[config.mk]
export PLATFORM = sky130hd
export DESIGN_NAME = button_press_detector_flat
export DESIGN_NICKNAME = d
export VERILOG_FILES = /design/src/rtl/button_pkg.sv /design/src/rtl/button_press_detector_if.sv /design/src/rtl/btn_sync.sv /design/src/rtl/button_press_detector.sv /design/src/flat_wrapper.sv
export SDC_FILE = /design/constraint.sdc
export NUM_CORES = 1
export LEC_CHECK = 0
export ABC_AREA = 1
export CORE_AREA = 8 8 45 47
export CTS_CLUSTER_SIZE = 8
export DETAILED_ROUTE_END_ITERATION = 7
export DIE_AREA = 0 0 53 55
export PLACE_DENSITY_LB_ADDON = 0.3
export SYNTH_ARGS = -nofsm -noshare
export SYNTH_HDL_FRONTEND = slang
export SYNTH_SLANG_ARGS = --single-unit
[constraint.sdc]
create_clock -name clk -period 1.2 [get_ports clk]
set_clock_uncertainty 0.2 [all_clocks]
set_input_delay 0.12 -clock clk [delete_from_list [all_inputs] [get_ports clk]]
set_output_delay 0.12 -clock clk [all_outputs]
set_load 0.03 [all_outputs]
[src/rtl/button_pkg.sv]
// Shared constants and event type for the push-button front end.
package button_pkg;

  localparam int unsigned BTN_SYNC_STAGES     = 2;
  localparam int unsigned BTN_DEBOUNCE_CYCLES = 4;
  localparam int unsigned BTN_HOLD_CYCLES     = 1000;
  localparam int unsigned BTN_REPEAT_CYCLES   = 250;

  // One-cycle event pair as seen by consumers of a detector.
  typedef struct packed {
    logic press;
    logic release_pulse;
  } btn_evt_t;

  // Auto-repeat sequencer states.
  typedef enum logic [1:0] {
    RPT_IDLE   = 2'd0,
    RPT_HOLD   = 2'd1,
    RPT_REPEAT = 2'd2
  } rpt_state_t;

  function automatic int unsigned max_u(input int unsigned a, input int unsigned b);
    return (a > b) ? a : b;
  endfunction

endpackage

[src/rtl/button_press_detector_if.sv]
// Button-side signal bundle: raw level in, clean press/release/level out.
interface button_press_detector_if;

  logic btn_in;
  logic press;
  logic release_pulse;
  logic level;

  modport master (output btn_in, input press, input release_pulse, input level);
  modport slave  (input btn_in, output press, output release_pulse, output level);

endinterface

[src/rtl/btn_sync.sv]
// Flop chain bringing the asynchronous button level into the clk domain.
module btn_sync #(
  parameter int unsigned STAGES = 2
) (
  input  logic clk,
  input  logic rst,
  input  logic d,
  output logic q
);

  logic [STAGES-1:0] chain;

  // Shift the sampled level down the chain; reset clears to released.
  always_ff @(posedge clk) begin
    if (rst) begin
      chain <= '0;
    end else begin
      chain <= {chain[STAGES-2:0], d};
    end
  end

  assign q = chain[STAGES-1];

endmodule

[src/rtl/button_press_detector.sv]
// Debounces one bouncing push-button and emits single-cycle press/release pulses.
// Optional auto-repeat on long holds: define BUTTON_PRESS_DETECTOR_AUTOREPEAT_EN.
module button_press_detector
  import button_pkg::*;
#(
  parameter int unsigned SYNC_STAGES     = BTN_SYNC_STAGES,
  parameter int unsigned DEBOUNCE_CYCLES = BTN_DEBOUNCE_CYCLES,
  parameter int unsigned ACTIVE_LOW      = 0,
  parameter int unsigned HOLD_CYCLES     = BTN_HOLD_CYCLES,
  parameter int unsigned REPEAT_CYCLES   = BTN_REPEAT_CYCLES
) (
  input logic                     clk,
  input logic                     rst,
  button_press_detector_if.slave  bus
);

  localparam int unsigned CNT_W = $clog2(DEBOUNCE_CYCLES) + 1;
  localparam logic [CNT_W-1:0] CNT_LAST = CNT_W'(DEBOUNCE_CYCLES - 1);

  // Reject configurations the logic below cannot honour.
  if (SYNC_STAGES < 2 || DEBOUNCE_CYCLES < 1 || HOLD_CYCLES < 1 || REPEAT_CYCLES < 1) begin : g_param_check
    $error("button_press_detector: invalid parameter value");
  end

  logic             btn_pol;
  logic             sync;
  logic [CNT_W-1:0] cnt_q;
  logic [CNT_W-1:0] cnt_d;
  logic             level_q;
  logic             level_d;
  logic             accept_c;
  logic             repeat_c;
  btn_evt_t         evt_q;
  btn_evt_t         evt_d;

  // Polarity is fixed before synchronizing so everything downstream is active-high.
  assign btn_pol = (ACTIVE_LOW != 0) ? ~bus.btn_in : bus.btn_in;

  btn_sync #(
    .STAGES (SYNC_STAGES)
  ) u_sync (
    .clk (clk),
    .rst (rst),
    .d   (btn_pol),
    .q   (sync)
  );

  // Debounce: count consecutive disagreeing cycles, accept on the last one.
  always_comb begin
    cnt_d    = '0;
    level_d  = level_q;
    accept_c = 1'b0;
    if (sync != level_q) begin
      if (cnt_q == CNT_LAST) begin
        accept_c = 1'b1;
        level_d  = sync;
      end else begin
        cnt_d = cnt_q + CNT_W'(1);
      end
    end
  end

`ifdef BUTTON_PRESS_DETECTOR_AUTOREPEAT_EN
  localparam int unsigned RPT_W = $clog2(max_u(HOLD_CYCLES, REPEAT_CYCLES)) + 1;
  localparam logic [RPT_W-1:0] HOLD_LAST   = RPT_W'(HOLD_CYCLES - 1);
  localparam logic [RPT_W-1:0] REPEAT_LAST = RPT_W'(REPEAT_CYCLES - 1);

  rpt_state_t       rpt_q;
  rpt_state_t       rpt_d;
  logic [RPT_W-1:0] rcnt_q;
  logic [RPT_W-1:0] rcnt_d;

  // Auto-repeat state and interval counter.
  always_ff @(posedge clk) begin
    if (rst) begin
      rpt_q  <= RPT_IDLE;
      rcnt_q <= '0;
    end else begin
      rpt_q  <= rpt_d;
      rcnt_q <= rcnt_d;
    end
  end

  // Auto-repeat sequencing: initial delay after the press, then fixed period; a release aborts.
  always_comb begin
    rpt_d    = rpt_q;
    rcnt_d   = rcnt_q;
    repeat_c = 1'b0;
    case (rpt_q)
      RPT_IDLE: begin
        rcnt_d = '0;
        if (accept_c && level_d) begin
          rpt_d = RPT_HOLD;
        end
      end
      RPT_HOLD: begin
        if (accept_c) begin
          rpt_d  = RPT_IDLE;
          rcnt_d = '0;
        end else if (rcnt_q == HOLD_LAST) begin
          repeat_c = 1'b1;
          rcnt_d   = '0;
          rpt_d    = RPT_REPEAT;
        end else begin
          rcnt_d = rcnt_q + RPT_W'(1);
        end
      end
      RPT_REPEAT: begin
        if (accept_c) begin
          rpt_d  = RPT_IDLE;
          rcnt_d = '0;
        end else if (rcnt_q == REPEAT_LAST) begin
          repeat_c = 1'b1;
          rcnt_d   = '0;
        end else begin
          rcnt_d = rcnt_q + RPT_W'(1);
        end
      end
      default: begin
        rpt_d  = RPT_IDLE;
        rcnt_d = '0;
      end
    endcase
  end
`else
  assign repeat_c = 1'b0;
`endif

  // Edge pulses land on the same edge that updates the stable level.
  always_comb begin
    evt_d               = '0;
    evt_d.press         = (accept_c && sync) || repeat_c;
    evt_d.release_pulse = accept_c && !sync;
  end

  // Debounce and output registers.
  always_ff @(posedge clk) begin
    if (rst) begin
      cnt_q   <= '0;
      level_q <= 1'b0;
      evt_q   <= '0;
    end else begin
      cnt_q   <= cnt_d;
      level_q <= level_d;
      evt_q   <= evt_d;
    end
  end

  assign bus.press         = evt_q.press;
  assign bus.release_pulse = evt_q.release_pulse;
  assign bus.level         = level_q;

endmodule

[src/flat_wrapper.sv]
// flat-port wrapper written by rule: the top's interface ports become plain ports
module button_press_detector_flat import button_pkg::*;
#(
  parameter int unsigned SYNC_STAGES     = BTN_SYNC_STAGES,
  parameter int unsigned DEBOUNCE_CYCLES = BTN_DEBOUNCE_CYCLES,
  parameter int unsigned ACTIVE_LOW      = 0,
  parameter int unsigned HOLD_CYCLES     = BTN_HOLD_CYCLES,
  parameter int unsigned REPEAT_CYCLES   = BTN_REPEAT_CYCLES
)
  (clk, rst, bus_btn_in, bus_press, bus_release_pulse, bus_level);
  button_press_detector_if bus_i ();
  input logic clk;
  input logic rst;
  input wire logic [$bits(bus_i.btn_in)-1:0] bus_btn_in;
  output wire logic [$bits(bus_i.press)-1:0] bus_press;
  output wire logic [$bits(bus_i.release_pulse)-1:0] bus_release_pulse;
  output wire logic [$bits(bus_i.level)-1:0] bus_level;
  assign bus_i.btn_in = bus_btn_in;
  assign bus_press = bus_i.press;
  assign bus_release_pulse = bus_i.release_pulse;
  assign bus_level = bus_i.level;
  button_press_detector #(.SYNC_STAGES(SYNC_STAGES), .DEBOUNCE_CYCLES(DEBOUNCE_CYCLES), .ACTIVE_LOW(ACTIVE_LOW), .HOLD_CYCLES(HOLD_CYCLES), .REPEAT_CYCLES(REPEAT_CYCLES)) u_core (.clk(clk), .rst(rst), .bus(bus_i));
endmodule
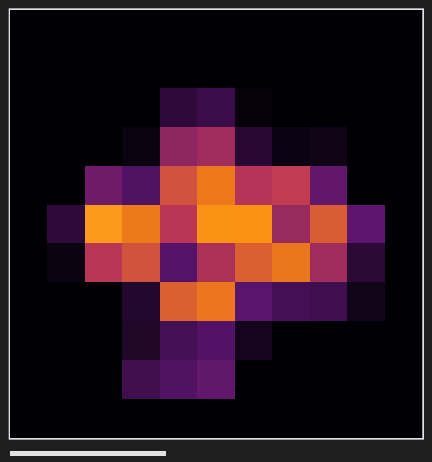
run_1/cell_density.png
Bar = 20 um. 11 x 11 tiles, from black (low) to pale yellow (high), 0 to 100% covered.
mean over tiles: 13%
densest ninth of the die: middle
tiles over 75% full: 2.5%

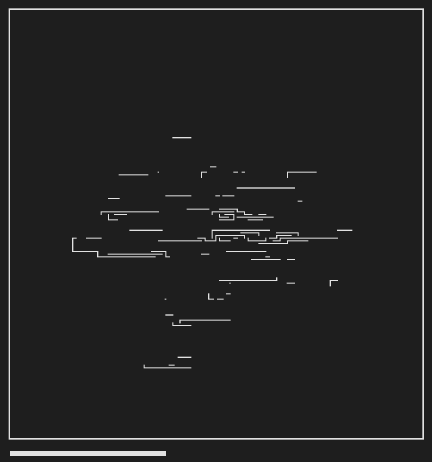
run_1/layer_met1.png
Bar = 20 um.
nets with wire on the layer: 40
longest straight run: 7.40 um
wire length on this layer: 186 um
main direction: horizontal

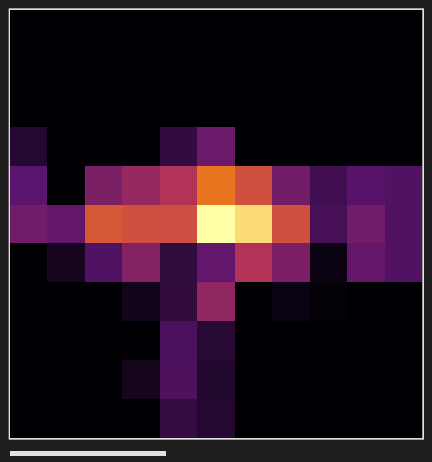
run_1/metal_density.png
Bar = 20 um. 11 x 11 tiles, from black (low) to pale yellow (high), scaled to the fullest tile. Values are wire area over tile area, all layers added.
nearly empty tiles: 63%
tiles over half the peak: 6.6%
fullest tile: 0.25
densest ninth of the die: middle
mean over tiles: 0.028

==> metrics.csv <==
stage,metric,value,unit
critical_path,start_kind,flip-flop,
cts,cts-hold-fix-buffers,0,
floorplanning,die_w,53,um
layout,clk_share,5.49,%
grt,top_usage_layer,met3,
floorplanning,pin_count,6,
layout,largestClassByArea,sequential cells,
worst_hold_path,min_path_type,input pin to flip-flop,
layout,drive_above_1_share,45.0,%
detailed_routing,route.detailed.drc,0,
final_timing,fmax,844,MHz
final_timing,drv_slew,0,
yosys,adder_share,8.81,%
worst_hold_path,hold_end,u_core.u_sync.chain[0]$_SDFF_PP0_,
placement,dp_slack,-0.0539,ns
layout,flops,8,
yosys,mux_share,0,%
critical_path,max_stage_delay,0.33,ns
layout,inverters,7,
cts,cts_max_level,1,
critical_path,critPathTopFamily,flip-flops,
detailed_routing,dr.pass1.iters,1,
layout,num-multi-input-gates,16,
placement,dpl.hpwl,329,um
layout,areaGrowthSynthToFinish,44.5,%
pwr,leakage,0.164,nW
yosys,ys_sh_simple,23.8,%
final_timing,setup-tns-final,0,ns
cts,cts.sinks,8,
cts,cts_setup_buffers,0,
critical_path,crit_slowest_cell,dfxtp_2,
yosys,yosys-stat-area,284,um^2
placement,port_buffers,5,
layout,sh_seq_area,39.9,%
final_timing,setup_viol,0,
run_status,outcome,"complete, no violations",
critical_path,arrival,1.17,ns
placement,dpl-instance-area,357,um^2
layout,final_cell_mix,"5 x inv_1, 5 x nor2_1, 5 x dfxtp_1",
final_timing,min_period_over_period,98.8,%
layout,finish.utilization,29.7,%
grt,use_met2,5.66,%
floorplanning,fp_util,20.5,%
critical_path,required,1.18,ns
critical_path,cp_common_cell,ha_4,
yosys,ys.warnings.count,0,
cts,cts_resized,4,
run 1: Yosys cell counts, drive strengths merged:
cell type	count	area share, %
ha	2	8.8
o21ai	1	1.8
inv	7	9.3
nand3	1	3.5
dfxtp	8	56
nor2	6	11
nor3	2	3.5
nand2	4	6.2
run 1: flip-flops by register name (all words and copies together), names as in the netlist:
| signal | cells |
|---|---|
| u_core.bus.level | 1 |
| u_core.cnt_q | 3 |
| u_core.bus.press | 1 |
| u_core.bus.release_pulse | 1 |
| u_core.u_sync.chain | 2 |
run 1: power by group:
group | total [mW] | internal, mW | switching (mW) | leakage, nW
Clock | 0.203 | 0.114 | 0.0888 | 0.0138
Sequential | 0.273 | 0.270 | 0.00269 | 0.0664
Combinational | 0.0223 | 0.0129 | 0.00944 | 0.0837
No activity file was given, so power comes from the tool's default toggle rates.
